Power grid:
The bar under the picture is 20 um long. Pins as bars on the die edge. Tap cells in grey.
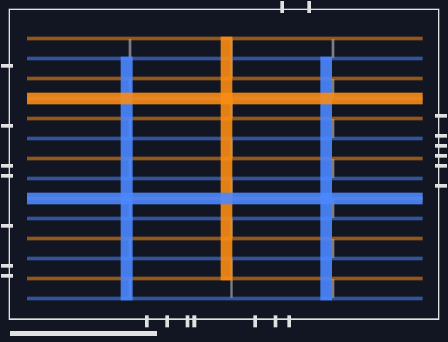
Cell classes on the final placement:
The bar under the picture is 20 um long.
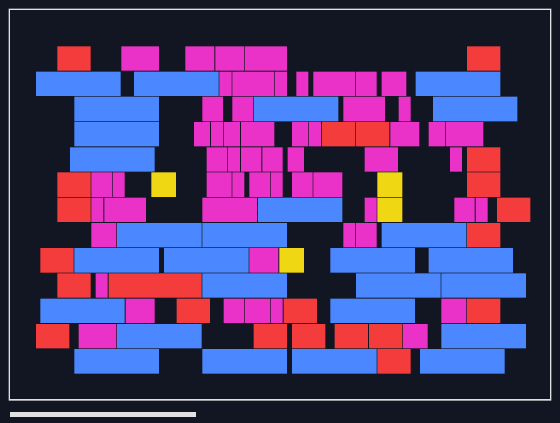
Clock wires, drivers and flops:
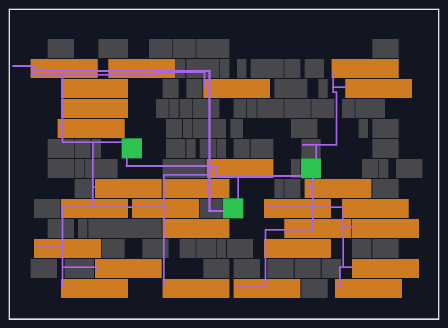
Wiring by layer:
The bar under the picture is 20 um long. Only two layers are drawn.
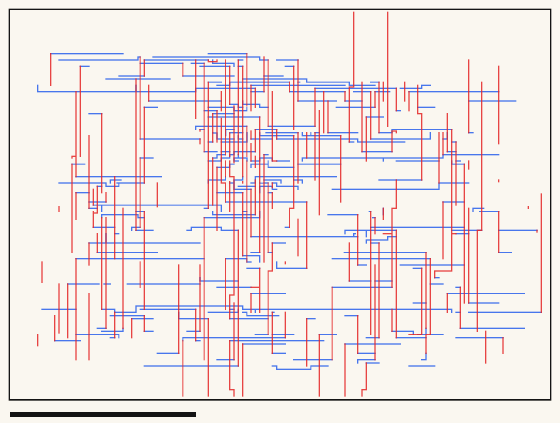
[config.mk]
export PLATFORM = sky130hd
export DESIGN_NAME = cdc_event_arbiter
export DESIGN_NICKNAME = d
export VERILOG_FILES = /design/src/rtl/cdc_event_arbiter.sv
export SDC_FILE = /design/constraint.sdc
export NUM_CORES = 1
export LEC_CHECK = 0
export CAP_MARGIN = 25
export CORE_ASPECT_RATIO = 0.7
export CORE_MARGIN = 2
export CORE_UTILIZATION = 52
export CTS_BUF_LIST = sky130_fd_sc_hd__clkbuf_4 sky130_fd_sc_hd__clkbuf_8 sky130_fd_sc_hd__clkbuf_16
export DETAILED_ROUTE_END_ITERATION = 10
export GPL_ROUTABILITY_DRIVEN = 0
export PLACE_DENSITY_LB_ADDON = 0.08
export SKIP_LAST_GASP = 1
export SYNTH_ARGS = -nofsm -noshare
export SYNTH_HDL_FRONTEND = slang
export SYNTH_SLANG_ARGS = --single-unit
[constraint.sdc]
create_clock -name clk -period 3.7 [get_ports clk]
set_clock_uncertainty 0.2 [all_clocks]
set_input_delay 0.74 -clock clk [delete_from_list [all_inputs] [get_ports clk]]
set_output_delay 0.74 -clock clk [all_outputs]
set_load 0.02 [all_outputs]
[src/rtl/cdc_event_arbiter.sv]
`timescale 1ns/1ps
// Synchronizes N async event lines, latches rising edges as sticky pending flags
// and hands them out one at a time over valid/ready in round-robin order.
module cdc_event_arbiter #(
    parameter int N      = 4,
    parameter int ID_W   = 2,
    parameter int STAGES = 2
) (
    input  logic            clk,
    input  logic            rst,
    input  logic [N-1:0]    ev_in,
    output logic            ev_valid,
    output logic [ID_W-1:0] ev_id,
    input  logic            ev_ready,
    output logic [N-1:0]    pending,
    output logic [N-1:0]    overflow,
    input  logic [N-1:0]    ovf_clr
);

    localparam int WU_MAX = STAGES + 1;
    localparam int WU_W   = $clog2(WU_MAX + 1);

    logic [N-1:0]    sync_q [STAGES];
    logic [N-1:0]    prev_q;
    logic [WU_W-1:0] wu_cnt;
    logic [ID_W-1:0] rr_ptr;

    logic            warm_done;
    logic [N-1:0]    rise;
    logic            handshake;
    logic [N-1:0]    consume;
    logic [N-1:0]    cand;
    logic [N-1:0]    drop;
    logic            found;
    logic [ID_W-1:0] sel_id;
    logic [ID_W-1:0] idx;
    logic [ID_W-1:0] id_next;

    always_ff @(posedge clk or posedge rst) begin
        if (rst) begin
            for (int s = 0; s < STAGES; s++) sync_q[s] <= '0;
            prev_q <= '0;
        end else begin
            sync_q[0] <= ev_in;
            for (int s = 1; s < STAGES; s++) sync_q[s] <= sync_q[s-1];
            prev_q <= sync_q[STAGES-1];
        end
    end

    // Edges are ignored until the chain has flushed, so lines held high across reset stay silent.
    always_ff @(posedge clk or posedge rst) begin
        if (rst)             wu_cnt <= '0;
        else if (!warm_done) wu_cnt <= wu_cnt + WU_W'(1);
    end

    assign warm_done = (wu_cnt == WU_W'(WU_MAX));
    assign rise      = sync_q[STAGES-1] & ~prev_q & {N{warm_done}};
    assign handshake = ev_valid & ev_ready;
    assign consume   = handshake ? (N'(1) << ev_id) : '0;
    assign cand      = pending & ~consume;
    assign drop      = rise & pending & ~consume;
    assign id_next   = (ev_id == ID_W'(N - 1)) ? '0 : ev_id + ID_W'(1);

    always_comb begin
        found  = 1'b0;
        sel_id = ev_id;
        idx    = '0;
        for (int k = 0; k < N; k++) begin
            idx = ID_W'((int'(rr_ptr) + k) % N);
            if (!found && cand[idx]) begin
                found  = 1'b1;
                sel_id = idx;
            end
        end
    end

    always_ff @(posedge clk or posedge rst) begin
        if (rst) begin
            pending  <= '0;
            overflow <= '0;
        end else begin
            pending  <= (pending & ~consume) | rise;
            overflow <= (overflow & ~ovf_clr) | drop;
        end
    end

    // A new offer is only loaded when the output slot is empty or being emptied, so offers never change under stall.
    always_ff @(posedge clk or posedge rst) begin
        if (rst) begin
            ev_valid <= 1'b0;
            ev_id    <= '0;
            rr_ptr   <= '0;
        end else begin
            if (handshake) rr_ptr <= id_next;
            if (!ev_valid || handshake) begin
                ev_valid <= found;
                if (found) ev_id <= sel_id;
            end
        end
    end

endmodule

==> results.yml <==
# yosys + openroad results
critical_path:
  crit_slowest_cell: "clkdlybuf4s50_1"
  worstPathCellList: "clkdlybuf4s50_1"
  crit_path_end_kind: "primary output"
  critPathLaunchType: "register"
  arrival_ps: 1460
power_and_ir_drop:
  power.leakage_nw: 0.585
  switching_share_pct: 38.8
  intPower_w: 0.000582
  p_comb_share_pct: 42.4
  switching_power_w: 0.000370
run:
  max_cap_violations: 0
  warnings: 29
floorplanning:
  die_y_um: 42.0
  io_pins: 22
  die_area_sq_mm: 0.00244
  fp_util_pct: 56.2
route:
  first_pass_iters: 4
  via_per_inst: 5.60
  routed_wl_um: 2050
  drc: 0
timing:
  fmax_mhz: 417
  worstMarginPinSlew_ps: 267
  fin_crit_sh_pct: 64.8
  setup_viol: 0
  slew_headroom_pct: 82.2
  worst_slack_ps: 1300
  hold_viol_final: 0
synthesis:
  area_leaders: "dfrtp_1 (63%), ha_1 (5.8%), o22ai_1 (3.5%)"
  ys_types: 26
  syn-num-nets: 100
  synth_area_leader_cell: "dfrtp_1"
  synth_warnings: 0
  synthArstFlopShare_pct: 100
  ys_cells: 84
  top_area_share_pct: 63.2
  edf_count: 0
clock_network:
  clockBufferDepth: 2
  cts_tree: "built"
  clkTransAtPathRegs_ps: 150
  ctsResizeCount: 0
  htreeDepth: 1
  cts_setup_buffers: 0
layout:
  antenna_cells: 0
  lay_top_cells: "dfrtp_1 (27), clkdlybuf4s50_1 (21), nand2_1 (9)"
place:
  pre_cts_ws_ps: 1310
  port_buffers: 21
outcome:
  outcome: "completed"
global_route:
  globalRouteTotalUtil_pct: 19.5
## Picture notes: 'power grid'
colour	net
blue	VSS
orange	VDD
met5 straps	2
met1 rails	14

## Picture notes: 'cell classes on the final placement'
colour	class	cells
yellow	clock drivers and dummy loads	4
blue	flip-flops	27
red	other buffers and delay cells	22
magenta	all other logic	57
sequential cell area share: 49.5%
Util after Layout: 71.7%
core area: 0.00190 sq mm
Site Rows: 13
Final Instance Area: 0.00137 sq mm

## Picture notes: 'clock wires, drivers and flops'
[green] cells driving clock nets | count: 3
[purple] clock wires | length: 268 um
[orange] flip-flops | count: 27
routed clock nets	4
flops lie	spread over the die
Clk. pwr: 0.000125 W
Clock Power Share: 13.1%
Insertion Delay late pin: 330 ps

## Picture notes: 'wiring by layer'
colour	layer	wire length
blue	met1	869 um
red	met2	982 um

## layout make-up
type | count | area, sq um
clock buffer | 3 | 22.5
clock inverter | 1 | 7.51
fill | 146 | 538
inverter | 7 | 26.3
multi-input combinational | 50 | 368
sequential | 27 | 676
tap | 22 | 27.5
timing repair buffer | 22 | 238
## final timing paths
path,startpoint,end,depth (start not counted)
worst min-delay path,sync_q[6],sync_q[2],0
min in group asynchronous,rst,wu_cnt[0],2
worst max register to register,ev_id[0],ev_valid,6
worst min register to register,sync_q[6],sync_q[2],0
worst max-delay path,ev_valid,ev_valid,1
max in group asynchronous,rst,rr_ptr[0],3
## power by group through the flow
stage          combinational [W]  clock (W)  sequential, W
6_report                0.000404   0.000125       0.000423
5_1_grt                 0.000441   0.000142       0.000433
4_1_cts                 0.000401   0.000131       0.000422
3_5_place_dp            0.000401          0       0.000428
3_3_place_gp            0.000384          0       0.000423
2_1_floorplan           0.000194          0       0.000468
## flip-flops by register name, summed over array words and instances, names as in the netlist
register / flops
overflow: 4
wu_cnt: 2
pending: 4
ev_valid: 1
ev_id: 2
rr_ptr: 2
sync_q: 8
prev_q: 4
## cell usage after synthesis (2+ instances only)
library cell / n
nand3_1: 4
o22ai_1: 6
mux2_1: 2
ha_1: 5
nand3b_1: 4
inv_1: 7
nand2_1: 9
dfrtp_1: 27
nand2_2: 3
## worst register-to-register path, stage by stage (launching register included)
cell	delay, ps
dfrtp_1	450
inv_1	120
ha_1	170
nand3_1	120
nand2_4	140
nand2_1	80
or3_1	360
## stage by stage
| step | hold slack [ps] | power (W) | utilization (%) |
|---|---|---|---|
| floorplan | 131 | 0.000662 | - |
| global placement | 136 | 0.000807 | 68.7 |
| detailed placement | 137 | 0.000829 | 68.7 |
| CTS | 173 | 0.000955 | 70.3 |
| global route | 181 | 0.00102 | 71.7 |
| finish | 168 | 0.000952 | 71.7 |
## logic make-up (layout without fill, tap and decap cells)
group,count (synthesis),after routing
flip-flops,27,27
AND/OR/NAND/NOR,27,27
AND-OR/OR-AND,15,15
buffers and inverters,7,33
adder cells (fa/ha/maj),5,5
multiplexers,2,2
XOR/XNOR,1,1
## layer usage
| layer | share of wire, % | track usage [%] | wire (um) |
|---|---|---|---|
| met1 | 42 | 26.1 | 869 |
| met3 | 8.6 | 7.17 | 177 |
| met2 | 48 | 30.5 | 982 |
| met4 | 0.93 | 4.19 | 19 |
| met5 | 0 | 0 | 0 |
Power is estimated from default activity; no workload was simulated.
